--- src/rtl/pipe_stage_chain.sv ---
// Parametrised pipeline register chain. Each stage carries a valid bit, can be
// stalled or flushed individually, and the oldest stage drives a ready/valid
// output handshake. The accept chain ripples combinationally from the output
// back to the input, so bubbles are overwritten without costing a cycle.
module pipe_stage_chain #(
  parameter int unsigned WIDTH  = 64,
  parameter int unsigned STAGES = 4,
  parameter int unsigned CW     = $clog2(STAGES + 1)
) (
  input  logic                    clk,
  input  logic                    rst,
  input  logic                    cpu_en,
  input  logic                    in_valid,
  input  logic [WIDTH-1:0]        in_data,
  output logic                    in_ready,
  input  logic [STAGES-1:0]       stall_req,
  input  logic [STAGES-1:0]       flush_req,
  output logic                    out_valid,
  output logic [WIDTH-1:0]        out_data,
  input  logic                    out_ready,
  output logic [STAGES-1:0]       stage_valid,
  output logic [STAGES*WIDTH-1:0] stage_data,
  output logic [CW-1:0]           occupancy
);

  logic [STAGES-1:0] validQ, validD;
  logic [WIDTH-1:0]  dataQ    [STAGES];
  logic [WIDTH-1:0]  dataD    [STAGES];
  logic [WIDTH-1:0]  prevData [STAGES];
  logic [STAGES-1:0] pass, accept, leave, killMask, prevValid;

  // Handshake chain: a stage accepts when it is not stalled and is either a
  // bubble or its occupant leaves this cycle; evaluated oldest to youngest.
  always_comb begin
    pass   = validQ & ~stall_req;
    leave  = '0;
    accept = '0;
    leave[STAGES-1]  = out_ready & ~flush_req[STAGES-1];
    accept[STAGES-1] = cpu_en & ~stall_req[STAGES-1] & (~validQ[STAGES-1] | leave[STAGES-1]);
    for (int i = int'(STAGES) - 2; i >= 0; i--) begin
      leave[i]  = accept[i+1];
      accept[i] = cpu_en & ~stall_req[i] & (~validQ[i] | leave[i]);
    end
  end

  // killMask[i] is set when stage i is at or below the highest flushed stage;
  // prevValid/prevData describe what each stage would load on accept.
  always_comb begin
    killMask    = '0;
    prevValid   = '0;
    prevValid[0] = in_valid;
    prevData[0]  = in_data;
    for (int i = 0; i < int'(STAGES); i++) begin
      killMask[i] = |(flush_req >> i);
    end
    for (int i = 1; i < int'(STAGES); i++) begin
      // A killed predecessor hands over a bubble, never its payload.
      prevValid[i] = pass[i-1] & ~killMask[i-1];
      prevData[i]  = dataQ[i-1];
    end
  end

  // Next-state: load on accept, otherwise hold; flush clears valid last so it
  // overrides both stall and hold.
  always_comb begin
    validD = validQ;
    for (int i = 0; i < int'(STAGES); i++) begin
      dataD[i] = dataQ[i];
    end
    if (cpu_en) begin
      for (int i = 0; i < int'(STAGES); i++) begin
        if (accept[i]) begin
          validD[i] = prevValid[i];
          dataD[i]  = prevData[i];
        end
        if (killMask[i]) begin
          validD[i] = 1'b0;
        end
      end
    end
  end

  // Stage registers with asynchronous clear of both valid and payload.
  always_ff @(posedge clk or posedge rst) begin
    if (rst) begin
      validQ <= '0;
      for (int i = 0; i < int'(STAGES); i++) begin
        dataQ[i] <= '0;
      end
    end else begin
      validQ <= validD;
      for (int i = 0; i < int'(STAGES); i++) begin
        dataQ[i] <= dataD[i];
      end
    end
  end

  // Output handshake, flattened stage view and occupancy popcount.
  always_comb begin
    // Held low during reset regardless of cpu_en.
    in_ready    = accept[0] & ~rst;
    out_valid   = cpu_en & pass[STAGES-1] & ~flush_req[STAGES-1];
    out_data    = dataQ[STAGES-1];
    stage_valid = validQ;
    stage_data  = '0;
    occupancy   = '0;
    for (int i = 0; i < int'(STAGES); i++) begin
      stage_data[i*WIDTH +: WIDTH] = dataQ[i];
      occupancy = occupancy + CW'(validQ[i]);
    end
  end

endmodule

--- config.mk ---
export PLATFORM = sky130hd
export DESIGN_NAME = pipe_stage_chain
export DESIGN_NICKNAME = d
export VERILOG_FILES = /design/src/rtl/pipe_stage_chain.sv
export SDC_FILE = /design/constraint.sdc
export NUM_CORES = 1
export LEC_CHECK = 0
export CORE_MARGIN = 3
export CORE_UTILIZATION = 55
export DETAILED_ROUTE_END_ITERATION = 10
export DONT_BUFFER_PORTS = 1
export GPL_TIMING_DRIVEN = 0
export HOLD_SLACK_MARGIN = 0.05
export PLACE_DENSITY = 0.78
export SETUP_SLACK_MARGIN = 0.2
export SLEW_MARGIN = 20
export SYNTH_ARGS = -nofsm -noshare
export SYNTH_HDL_FRONTEND = slang
export SYNTH_SLANG_ARGS = --single-unit
--- constraint.sdc ---
create_clock -name clk -period 9.22 [get_ports clk]
set_input_delay 1.844 -clock clk [delete_from_list [all_inputs] [get_ports clk]]
set_output_delay 1.844 -clock clk [all_outputs]
set_load 0.01 [all_outputs]
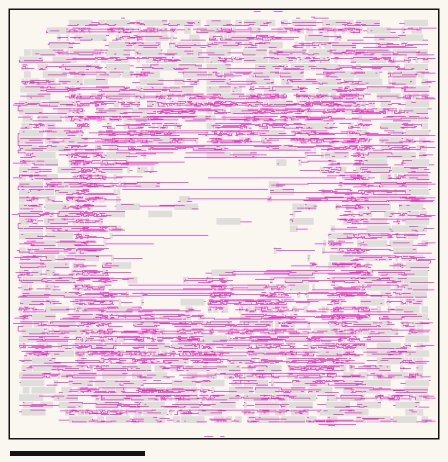
(the metal 1 layer)
Scale bar: 50 µm. Cells faint in the background.
wire length on this layer	14,200 µm
share of all routed wire	37%
met1 usage in global routing: 0.353
routed via count: 10,000
DRT Wirelength: 38,300 µm

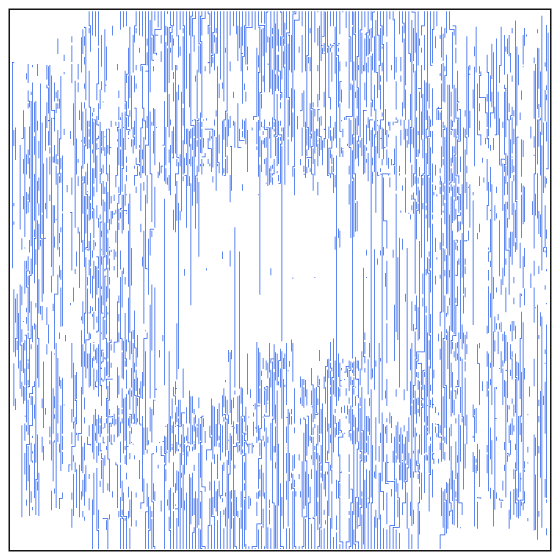
(signal wires on met2)
main direction	vertical
nets with wire on the layer	1,160
share of all routed wire	49%

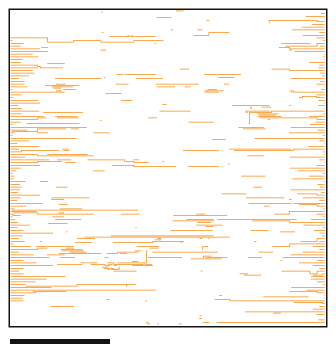
(signal wires on met3)
Scale bar: 50 µm.
share of all routed wire	11%
wire length on this layer	4,060 µm
main direction	horizontal

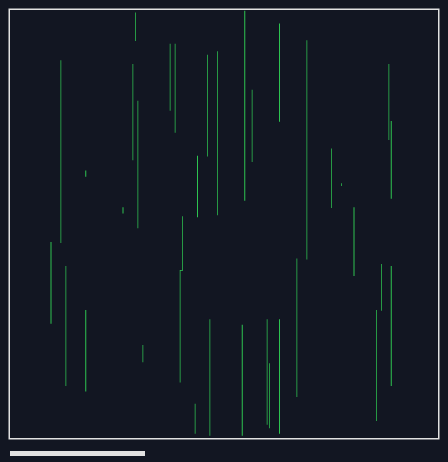
(M4 wires)
Scale bar: 50 µm.
share of all routed wire	3.1%
wire length on this layer	1,180 µm
nets with wire on the layer	25
longest straight run	80.9 µm

==> results.py <==
# Flow results
metrics = {
    "outcome": {
        "status": "finished, final reports clean",
    },
    "sta": {
        "min_period_ns": 5.33,
        "rsz0062_at_grt": "no",
        "timing.hold.ws_ns": 0.564,
        "worst_pin_slew_ns": 1.09,
        "finalSetupViolations": 0,
        "setup_slack_ns": 3.89,
        "post-route-period-util": 0.578,
        "hold_viol": 0,
    },
    "clock_network": {
        "cts_buffers": 27,
        "path_clk_slew_ns": 0.06,
        "hold_buffers": 0,
        "cts_setup_buffers": 0,
        "cts-root-buf": "clkbuf_16",
        "cts_sinks": 260,
    },
    "final_layout": {
        "postLayoutCoreUtil": 0.620,
        "diodes": 1,
        "buf_share": 0.0717,
        "drive_gt1_frac": 0.187,
        "flops": 260,
        "final_cells": 1611,
        "clock_area_frac": 0.0623,
        "final_common_cell": "dfrtp_1",
        "area_delta_synth_final_pct": 10.5,
        "regArea_um2": 6510,
        "comb_cells": 800,
        "clock_buffers": 39,
        "signal_buffers": 179,
        "comb_share": 0.375,
        "fin_nets": 1357,
        "nonClockInverterCount": 9,
    },
    "power_and_ir_drop": {
        "power_frac_clock": 0.298,
        "power_leader": "sequential cells",
        "pg_seq_uw": 1920,
        "seq_power_share": 0.524,
        "swShare": 0.342,
        "pg_clk_uw": 1090,
        "comb_power_share": 0.178,
        "internal-power_uw": 2410,
        "pg_comb_uw": 653,
        "power.leakage_uw": 0.00620,
        "ir_drop_mv": 0.220,
        "power.density_nw_per_um2": 259,
    },
    "yosys": {
        "avgSynthCellArea_um2": 10.3,
        "synth_area_leader_cell": "dfrtp_1",
        "synthTopCellsByCount": "260 x dfrtp_1, 193 x nand2_1, 128 x nor3b_1, 120 x mux2_2, 89 x clkbuf_1",
        "synth_nets": 1326,
        "synthFlopType": "dfrtp_1",
        "synth.top_cell.area_share": 0.508,
        "ys_seq_elements": 260,
        "edf_count": 0,
        "synth_warnings": 0,
        "netlist_area_um2": 12800,
        "async_flop_share": 1.00,
        "area_leaders": "dfrtp_1 51%, mux2_2 11%, nor3b_1 7.5%",
        "synth.distinct_cells": 38,
        "ys_cells": 1246,
    },
    "route": {
        "wl_met2_um": 18800,
        "wl_per_cell_um": 23.8,
        "top_layer_used": "met5",
        "firstDrtPassIters": 5,
        "ant_nets": 0,
        "drcViolationCount": 0,
        "drt_iter0_markers": 871,
        "viasPerCell": 6.24,
        "wl_met3_um": 4060,
    },
    "global_route": {
        "grt_max_degree": 95,
        "antenna_found_initial": 5,
        "grt_pass1_wl_um": 57200,
        "grt.busiest_layer": "met2",
        "grt-ovfl-total": 0,
        "met3_usage": 0.0870,
        "grt_usage": 0.289,
        "grt_pass1_vias": 9965,
        "globalRouteMet2Util": 0.497,
    },
    "setup_path": {
        "cp.depth": 7,
        "r2r_setup_slack_ns": 6.55,
        "cp_max_fo": 10,
        "slowest_delay_ns": 0.61,
        "cp-end-kind": "output pin",
        "arrival_ns": 3.49,
        "start_kind": "flip-flop",
        "crit_family": "buffers and inverters",
        "path_cells": "clkbuf_1 > clkbuf_1 > inv_1 > fa_1 > inv_1 > ha_1 > ha_1",
        "crit_path_top_delay_cell": "dfrtp_1",
        "worst-path-buf-inv": 4,
    },
    "place": {
        "hpwlAfterDp_um": 27200,
        "pre_cts_ws_ns": 4.09,
        "place_inst": 1561,
        "port_buffers": 0,
        "gp_congestion": 0.865,
        "placed_cell_area_um2": 13300,
    },
    "floorplan": {
        "fp-utilization": 0.562,
        "fp.dieArea_um2": 25100,
        "fp.coreArea_um2": 22800,
        "taps": 313,
        "fp.dieH_um": 159,
        "ios": 406,
        "row_count": 55,
    },
    "flow_run": {
        "max-cap-violations": 0,
        "warnings": 26,
    },
    "worst_hold_path": {
        "hold_path.class": "flip-flop to flip-flop",
    },
}
-- cells by family after synthesis --
family,after synthesis,share of synthesized area
DFF,260,0.508
muxes,129,0.113
and+or+nand+nor,523,0.224
buffers and inverters,186,0.0775
AOI/OAI and AO/OA,145,0.0731
adders and majority gates,3,0.00352
-- worst paths after layout --
kind                                         to           start
worst max register to register  stage_data[103]  stage_valid[1]
max in group asynchronous          out_data[47]             rst
worst max-delay path               occupancy[1]  stage_valid[1]
min in group asynchronous          out_data[12]             rst
worst min register to register     out_data[54]    out_data[54]
worst min-delay path               out_data[54]    out_data[54]
-- sequential cells by signal (all words and copies together), names as in the netlist --
| name | cells |
|---|---|
| stage_valid | 4 |
| out_data | 64 |
| stage_data | 192 |
